## config.mk

```make
export PLATFORM = sky130hd
export DESIGN_NAME = data_mem_ctrl
export DESIGN_NICKNAME = d
export VERILOG_FILES = /design/src/rtl/data_mem_ctrl.sv
export SDC_FILE = /design/constraint.sdc
export NUM_CORES = 1
export LEC_CHECK = 0
export CAP_MARGIN = 20
export CORE_MARGIN = 2
export CORE_UTILIZATION = 25
export CTS_BUF_LIST = sky130_fd_sc_hd__clkbuf_4 sky130_fd_sc_hd__clkbuf_8 sky130_fd_sc_hd__clkbuf_16
export CTS_CLUSTER_DIAMETER = 30
export DETAILED_ROUTE_END_ITERATION = 7
export GPL_TIMING_DRIVEN = 0
export HOLD_SLACK_MARGIN = 0.03
export PLACE_DENSITY = 0.62
export SLEW_MARGIN = 20
export SYNTH_ARGS = -nofsm -noshare
export SYNTH_HDL_FRONTEND = slang
export SYNTH_SLANG_ARGS = --single-unit
```

## constraint.sdc

```tcl
create_clock -name clk -period 6.35 [get_ports clk]
set_input_delay 1.905 -clock clk [delete_from_list [all_inputs] [get_ports clk]]
set_output_delay 1.905 -clock clk [all_outputs]
set_load 0.1 [all_outputs]
```

## src/rtl/data_mem_ctrl.sv

```systemverilog
// -----------------------------------------------------------------------------
// data_mem_ctrl
//   Bridges the core's single-cycle data-memory request stage to a wait-stated
//   data bus. A load/store is captured in the request cycle, byte lanes are
//   steered onto the word-wide bus, and the core is stalled until the bus
//   handshake finishes. Load data comes back right-justified to lane 0,
//   zero-filled above the access width, so the upstream extension logic is
//   unchanged.
//
//   Optional feature: define DMC_TIMEOUT_EN to abandon a bus access after
//   TIMEOUT_CYCLES cycles in REQ/WAIT_RSP and report it as an error.
//
// Ports
//   clk, reset      core clock, asynchronous active-high reset
//   req_i           core data request (held while stall_o is high)
//   addr_i          byte address
//   byte_en_i       access size: 2'b00 BYTE, 2'b01 HALF_WORD, 2'b10 WORD
//   wr_i            1 = store, 0 = load
//   wr_data_i       store data, right-justified
//   stall_o         hold core PC/pipeline
//   rd_data_o       load data, right-justified, unextended (held)
//   rd_valid_o      one-cycle pulse: load data valid
//   err_o           one-cycle pulse: illegal access (or timeout)
//   bus_req_o       bus request (REQ state only)
//   bus_addr_o      word-aligned address
//   bus_wr_o        bus write
//   bus_strb_o      byte strobes
//   bus_wdata_o     lane-steered write data
//   bus_gnt_i       bus accepted request
//   bus_rvalid_i    read response valid
//   bus_rdata_i     read response data
// -----------------------------------------------------------------------------
module data_mem_ctrl #(
  parameter int unsigned TIMEOUT_CYCLES = 255
) (
  input  logic        clk,
  input  logic        reset,
  input  logic        req_i,
  input  logic [31:0] addr_i,
  input  logic [1:0]  byte_en_i,
  input  logic        wr_i,
  input  logic [31:0] wr_data_i,
  output logic        stall_o,
  output logic [31:0] rd_data_o,
  output logic        rd_valid_o,
  output logic        err_o,
  output logic        bus_req_o,
  output logic [31:0] bus_addr_o,
  output logic        bus_wr_o,
  output logic [3:0]  bus_strb_o,
  output logic [31:0] bus_wdata_o,
  input  logic        bus_gnt_i,
  input  logic        bus_rvalid_i,
  input  logic [31:0] bus_rdata_i
);

  localparam logic [1:0] SIZE_BYTE = 2'b00;
  localparam logic [1:0] SIZE_HALF = 2'b01;
  localparam logic [1:0] SIZE_WORD = 2'b10;

  typedef enum logic [1:0] {
    IDLE     = 2'd0,
    REQ      = 2'd1,
    WAIT_RSP = 2'd2,
    DONE     = 2'd3
  } state_t;

  state_t      state_reg, state_next;

  logic [31:0] addr_reg;
  logic [1:0]  size_reg;
  logic        wr_reg;
  logic [3:0]  strb_reg;
  logic [31:0] wdata_reg;
  logic        err_reg;
  logic        rd_ok_reg;
  logic [31:0] rd_data_reg;

  logic        legal;
  logic [3:0]  strb_steer;
  logic [31:0] wdata_steer;
  logic [31:0] rdata_shift;
  logic [31:0] rdata_align;
  logic        load_en;
  logic        rsp_en;
  logic        tmo_en;
  logic        tmo_hit;

  // Unencoded sizes and misaligned halfwords/words never reach the bus.
  assign legal = (byte_en_i == SIZE_BYTE) ||
                 ((byte_en_i == SIZE_HALF) && !addr_i[0]) ||
                 ((byte_en_i == SIZE_WORD) && (addr_i[1:0] == 2'b00));

  // Read data is first shifted down by the byte offset, then lanes above the
  // access width are forced to zero.
  assign rdata_shift = bus_rdata_i >> {addr_reg[1:0], 3'b000};

  genvar gi;
  generate
    for (gi = 0; gi < 4; gi++) begin : g_lane
      // Byte data is replicated on every lane, halfword data on each half,
      // so the strobes alone select the destination bytes.
      assign strb_steer[gi] = (byte_en_i == SIZE_BYTE) ? (addr_i[1:0] == 2'(gi)) :
                              (byte_en_i == SIZE_HALF) ? (addr_i[1] == 1'(gi / 2)) :
                              1'b1;
      assign wdata_steer[8*gi +: 8] = (byte_en_i == SIZE_BYTE) ? wr_data_i[7:0] :
                                      (byte_en_i == SIZE_HALF) ? wr_data_i[8*(gi % 2) +: 8] :
                                      wr_data_i[8*gi +: 8];
      assign rdata_align[8*gi +: 8] =
        (((size_reg == SIZE_BYTE) && (gi > 0)) || ((size_reg == SIZE_HALF) && (gi > 1))) ?
        8'h00 : rdata_shift[8*gi +: 8];
    end
  endgenerate

`ifdef DMC_TIMEOUT_EN
  localparam int unsigned CNT_W = (TIMEOUT_CYCLES > 255) ? $clog2(TIMEOUT_CYCLES + 1) : 8;
  logic [CNT_W-1:0] tmo_cnt_reg;

  // Counts cycles spent in REQ/WAIT_RSP; restarted by every new capture.
  always_ff @(posedge clk or posedge reset) begin
    if (reset) begin
      tmo_cnt_reg <= '0;
    end else if (load_en) begin
      tmo_cnt_reg <= '0;
    end else if ((state_reg == REQ) || (state_reg == WAIT_RSP)) begin
      tmo_cnt_reg <= tmo_cnt_reg + 1'b1;
    end
  end

  // Fires on the last permitted bus cycle, so bus_req_o is high for exactly
  // TIMEOUT_CYCLES cycles before the access is abandoned.
  assign tmo_hit = ((32'(tmo_cnt_reg) + 32'd1) >= TIMEOUT_CYCLES);
`else
  assign tmo_hit = 1'b0;
`endif

  always_ff @(posedge clk or posedge reset) begin
    if (reset) begin
      state_reg <= IDLE;
    end else begin
      state_reg <= state_next;
    end
  end

  always_comb begin
    state_next = state_reg;
    stall_o    = 1'b0;
    bus_req_o  = 1'b0;
    rd_valid_o = 1'b0;
    err_o      = 1'b0;
    load_en    = 1'b0;
    rsp_en     = 1'b0;
    tmo_en     = 1'b0;
    unique case (state_reg)
      IDLE: begin
        if (req_i) begin
          stall_o    = 1'b1;
          load_en    = 1'b1;
          state_next = legal ? REQ : DONE;
        end
      end
      REQ: begin
        stall_o   = 1'b1;
        bus_req_o = 1'b1;
        if (bus_gnt_i) begin
          if (wr_reg) begin
            state_next = DONE;
          end else if (bus_rvalid_i) begin
            rsp_en     = 1'b1;
            state_next = DONE;
          end else begin
            state_next = WAIT_RSP;
          end
        end else if (tmo_hit) begin
          tmo_en     = 1'b1;
          state_next = DONE;
        end
      end
      WAIT_RSP: begin
        stall_o = 1'b1;
        if (bus_rvalid_i) begin
          rsp_en     = 1'b1;
          state_next = DONE;
        end else if (tmo_hit) begin
          tmo_en     = 1'b1;
          state_next = DONE;
        end
      end
      DONE: begin
        rd_valid_o = rd_ok_reg;
        err_o      = err_reg;
        state_next = IDLE;
      end
      default: state_next = IDLE;
    endcase
  end

  always_ff @(posedge clk or posedge reset) begin
    if (reset) begin
      addr_reg    <= '0;
      size_reg    <= '0;
      wr_reg      <= 1'b0;
      strb_reg    <= '0;
      wdata_reg   <= '0;
      err_reg     <= 1'b0;
      rd_ok_reg   <= 1'b0;
      rd_data_reg <= '0;
    end else begin
      if (load_en) begin
        addr_reg  <= addr_i;
        size_reg  <= byte_en_i;
        wr_reg    <= wr_i;
        strb_reg  <= strb_steer;
        wdata_reg <= wdata_steer;
        err_reg   <= ~legal;
        rd_ok_reg <= legal & ~wr_i;
        if (!legal) begin
          rd_data_reg <= '0;
        end
      end
      if (rsp_en) begin
        rd_data_reg <= rdata_align;
      end
      if (tmo_en) begin
        err_reg     <= 1'b1;
        rd_ok_reg   <= 1'b0;
        rd_data_reg <= '0;
      end
    end
  end

  assign bus_addr_o  = {addr_reg[31:2], 2'b00};
  assign bus_wr_o    = wr_reg;
  assign bus_strb_o  = strb_reg;
  assign bus_wdata_o = wdata_reg;
  assign rd_data_o   = rd_data_reg;

endmodule

```

Fig. 1: cells coloured by class
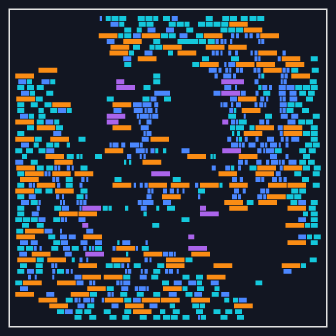
remaining buffers and delay cells -> cyan  # cells 272, share of their area 33%
registers -> orange  # cells 107, share of their area 35%
remaining logic cells -> blue  # cells 316, share of their area 28%
clock drivers and dummy loads -> purple  # cells 16, share of their area 4.1%
sequential share of cell area: 33.3%
final instance area: 0.00804 mm2
Final Core Density: 38.5%
CORE AREA: 0.0209 mm2

Fig. 2: clock network drawn from the DEF
The bar under the picture is 50 um long.
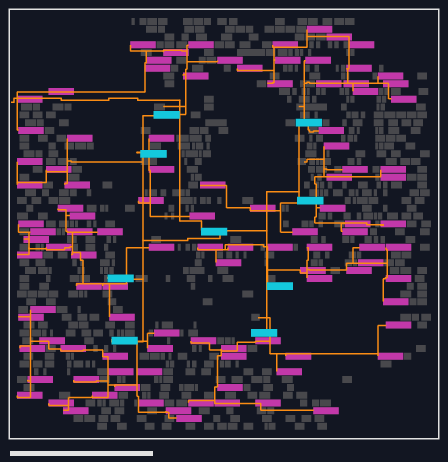
clock-net drivers -> cyan  # count 9
flip-flops -> magenta  # count 107
clock wires -> orange  # length 1600 um
routed clock nets = 10
Skew-Pair Late Insertion Delay: 360 ps
final clock skew: 10.9 ps

==> summary.txt <==
io pins - 209
min cycle time layout - 5950 ps
DIE WIDTH - 150 um
number of enable flip-flop cells - 0
final hold vios - 0
Worst Setup Path Type - in2out
largest net degree at the start of global routing - 69
area delta synth->final - 51.9%
Setup violations, final - 0
met2 Use GR - 23.9%
total tool warning count - 31
Die ar. - 0.0224 mm2
HPWL after DPL - 12.4 mm
Yosys top cell by instances - dfrtp_1
slowest stage delay, CP - 530 ps
Cell Type Count - 35
setup slack, reg-to-reg - 4220 ps
clock tree buffer depth - 2
family with the most delay on the worst path - buffers and inverters
storage element area - 0.00268 mm2
post-synthesis sequential area ratio - 50.6%
postcts setup bufs - 0
Hold Crit Depth - 2
number of global-route vias before repair - 4542
Arr. time, crit path - 4040 ps
CTS tree - built
Final Slew Violations - 0
Dominant Register Cell - dfrtp_1
clock sinks - 107
final setup TNS - 0 ps
clk root buf - clkbuf_16
drt via density - 4.54
Worst setup SP type - input pin
busiest metal layer after global routing - met2
initial detailed-routing violation count - 165
Final Cycle Share - 93.7%
Port Buffer Count - 205
Routed Antenna Nets - 0
Hold Crit Class - reg2reg
Cells after Synth - 488
CP max-delay cell - clkbuf_1
Combinational Area - 0.00214 mm2
RSZ-0062 raised after global routing - false
Top cells by area - dfrtp_1, mux2_2, mux2i_1
DRC viols - 0
first-pass GRT wire length - 26.1 mm
# Cells Yosys - 488
hold buffer count at cts - 0
Seq cells post-synth - 107
placed cell area - 0.00773 mm2
status - finished clean
Worst path most repeated cell - clkbuf_1
H-tree Lvls - 3
Yosys chip area - 0.00529 mm2
Max-cap violations - 0
Area leader share - 50.6%
Crit path depth - 6
Pre-Place Util - 25.3%
crit path to - stall_o
Avg Cell Area, Syn - 10.8 um2
die height - 150 um
Critical Path Source - req_i
R2R depth - 6
reg2reg end - size_reg[1]$_DFFE_PP0P_
mapped cell area - 0.00529 mm2
slew margin rel. - 31.1%
# fillers - 2107
Yosys warnings - 0
Crit path required time - 4450 ps
Fmax achieved - 168 MHz
# diodes - 0
top cells by count - dfrtp_1, mux2_2, o21ai_0
crit-path max FO - 10
worst slew pin tran - 1030 ps
initial antenna violation count - 0
Std-Cell Rows - 53
routing usage on met3 - 5.21%
Fig. 3: M4 wires
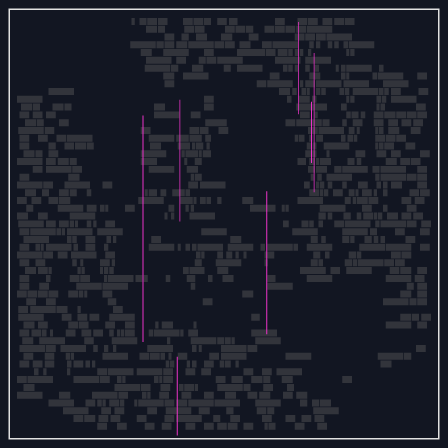
share of all routed wire = 1.8%
nets with wire on the layer = 6
main direction = vertical

Fig. 4: signal metal coverage by tile
The die is cut into 30 by 30 equal tiles; dark blue is low, red is high, scaled to the fullest tile. Values are wire area over tile area, all layers added.
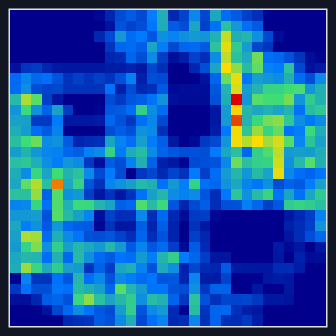
densest ninth of the die = right middle
fullest tile = 0.58
emptiest ninth of the die = bottom right
tiles over half the peak = 5.9%
nearly empty tiles = 19%
final WL: 16.8 mm
global-route usage over all layers: 15.3%
DR vias: 4472
Wirelength per Cell: 17.0 um

what timing repair did:
item	4_1_cts	5_1_grt
pin swaps	0	0
endpoints found under the setup margin	1	1
gates resized	1	2
hold endpoints to repair	0	0
placed cells by master (no fill, tap or decap), drive strengths merged:
cell type | synthesis | layout
clkdlybuf4s50 | 0 | 204
dfrtp | 107 | 107
buf | 56 | 57
o21ai | 52 | 52
mux2 | 50 | 50
nand2 | 46 | 46
mux2i | 41 | 41
nand3 | 32 | 32
nor2 | 24 | 24
clkbuf | 10 | 20
o31ai | 18 | 18
a31oi | 11 | 11
inv | 7 | 11
a21oi | 10 | 10
ha | 6 | 6
and2 | 3 | 3
nand2b | 3 | 3
clkinv | 1 | 3
conb | 1 | 2
o221ai | 2 | 2
o21a | 2 | 2
or2b | 1 | 1
o21bai | 1 | 1
and3b | 1 | 1
o211ai | 1 | 1
o22ai | 1 | 1
a22o | 1 | 1
bufinv | 0 | 1
tightest hold or removal path, cell delays in order, from the launching register on:
cell,delay [ps]
dfrtp_1,350
nand2_1,50
o21ai_0,60
layout make-up:
type	instances	share of cell area, %
flip-flops and latches	107	33.3
clock buffers	9	2.80
plain buffers	66	5.59
multi-input cells	308	26.6
inverters	8	0.436
well taps	275	4.28
clock inverters	7	1.15
repair buffers	206	25.8
cell families after synthesis:
family                   Yosys count  synth area share, %
other                              1               0.0708
AND/OR/NAND/NOR                  110                 9.19
buffers and inverters             74                 9.05
adder cells (fa/ha/maj)            6                 1.42
multiplexers                      91                 18.4
AND-OR/OR-AND                     99                 11.3
flip-flops                       107                 50.6
routing by layer:
| metal | wire, um | up-vias |
|---|---|---|
| met5 | 0 | - |
| met4 | 299 | 0 |
| met3 | 1430 | 19 |
| met2 | 7700 | 160 |
| met1 | 7360 | 2178 |
| li1 | - | 2115 |
worst min path at each step:
stage	startpoint	endpoint	slack [ps]
5_1_grt	bus_wdata_o[29]$_DFFE_PP0P_	bus_wdata_o[29]$_DFFE_PP0P_	510
3_3_place_gp	bus_wdata_o[22]$_DFFE_PP0P_	bus_wdata_o[22]$_DFFE_PP0P_	460
6_report	bus_wdata_o[29]$_DFFE_PP0P_	bus_wdata_o[29]$_DFFE_PP0P_	490
2_1_floorplan	err_reg$_DFFE_PP0P_	err_reg$_DFFE_PP0P_	440
3_5_place_dp	err_reg$_DFFE_PP0P_	err_reg$_DFFE_PP0P_	470
4_1_cts	err_reg$_DFFE_PP0P_	err_reg$_DFFE_PP0P_	490
metrics by stage:
| step | hold WS [ps] | worst slack, ps | cells |
|---|---|---|---|
| floorplan | 438 | 607 | 489 |
| global placement | 461 | -364 | 969 |
| detailed placement | 466 | -269 | 970 |
| CTS | 489 | 76.5 | 986 |
| global route | 509 | 222 | 986 |
| finish | 487 | 400 | 986 |
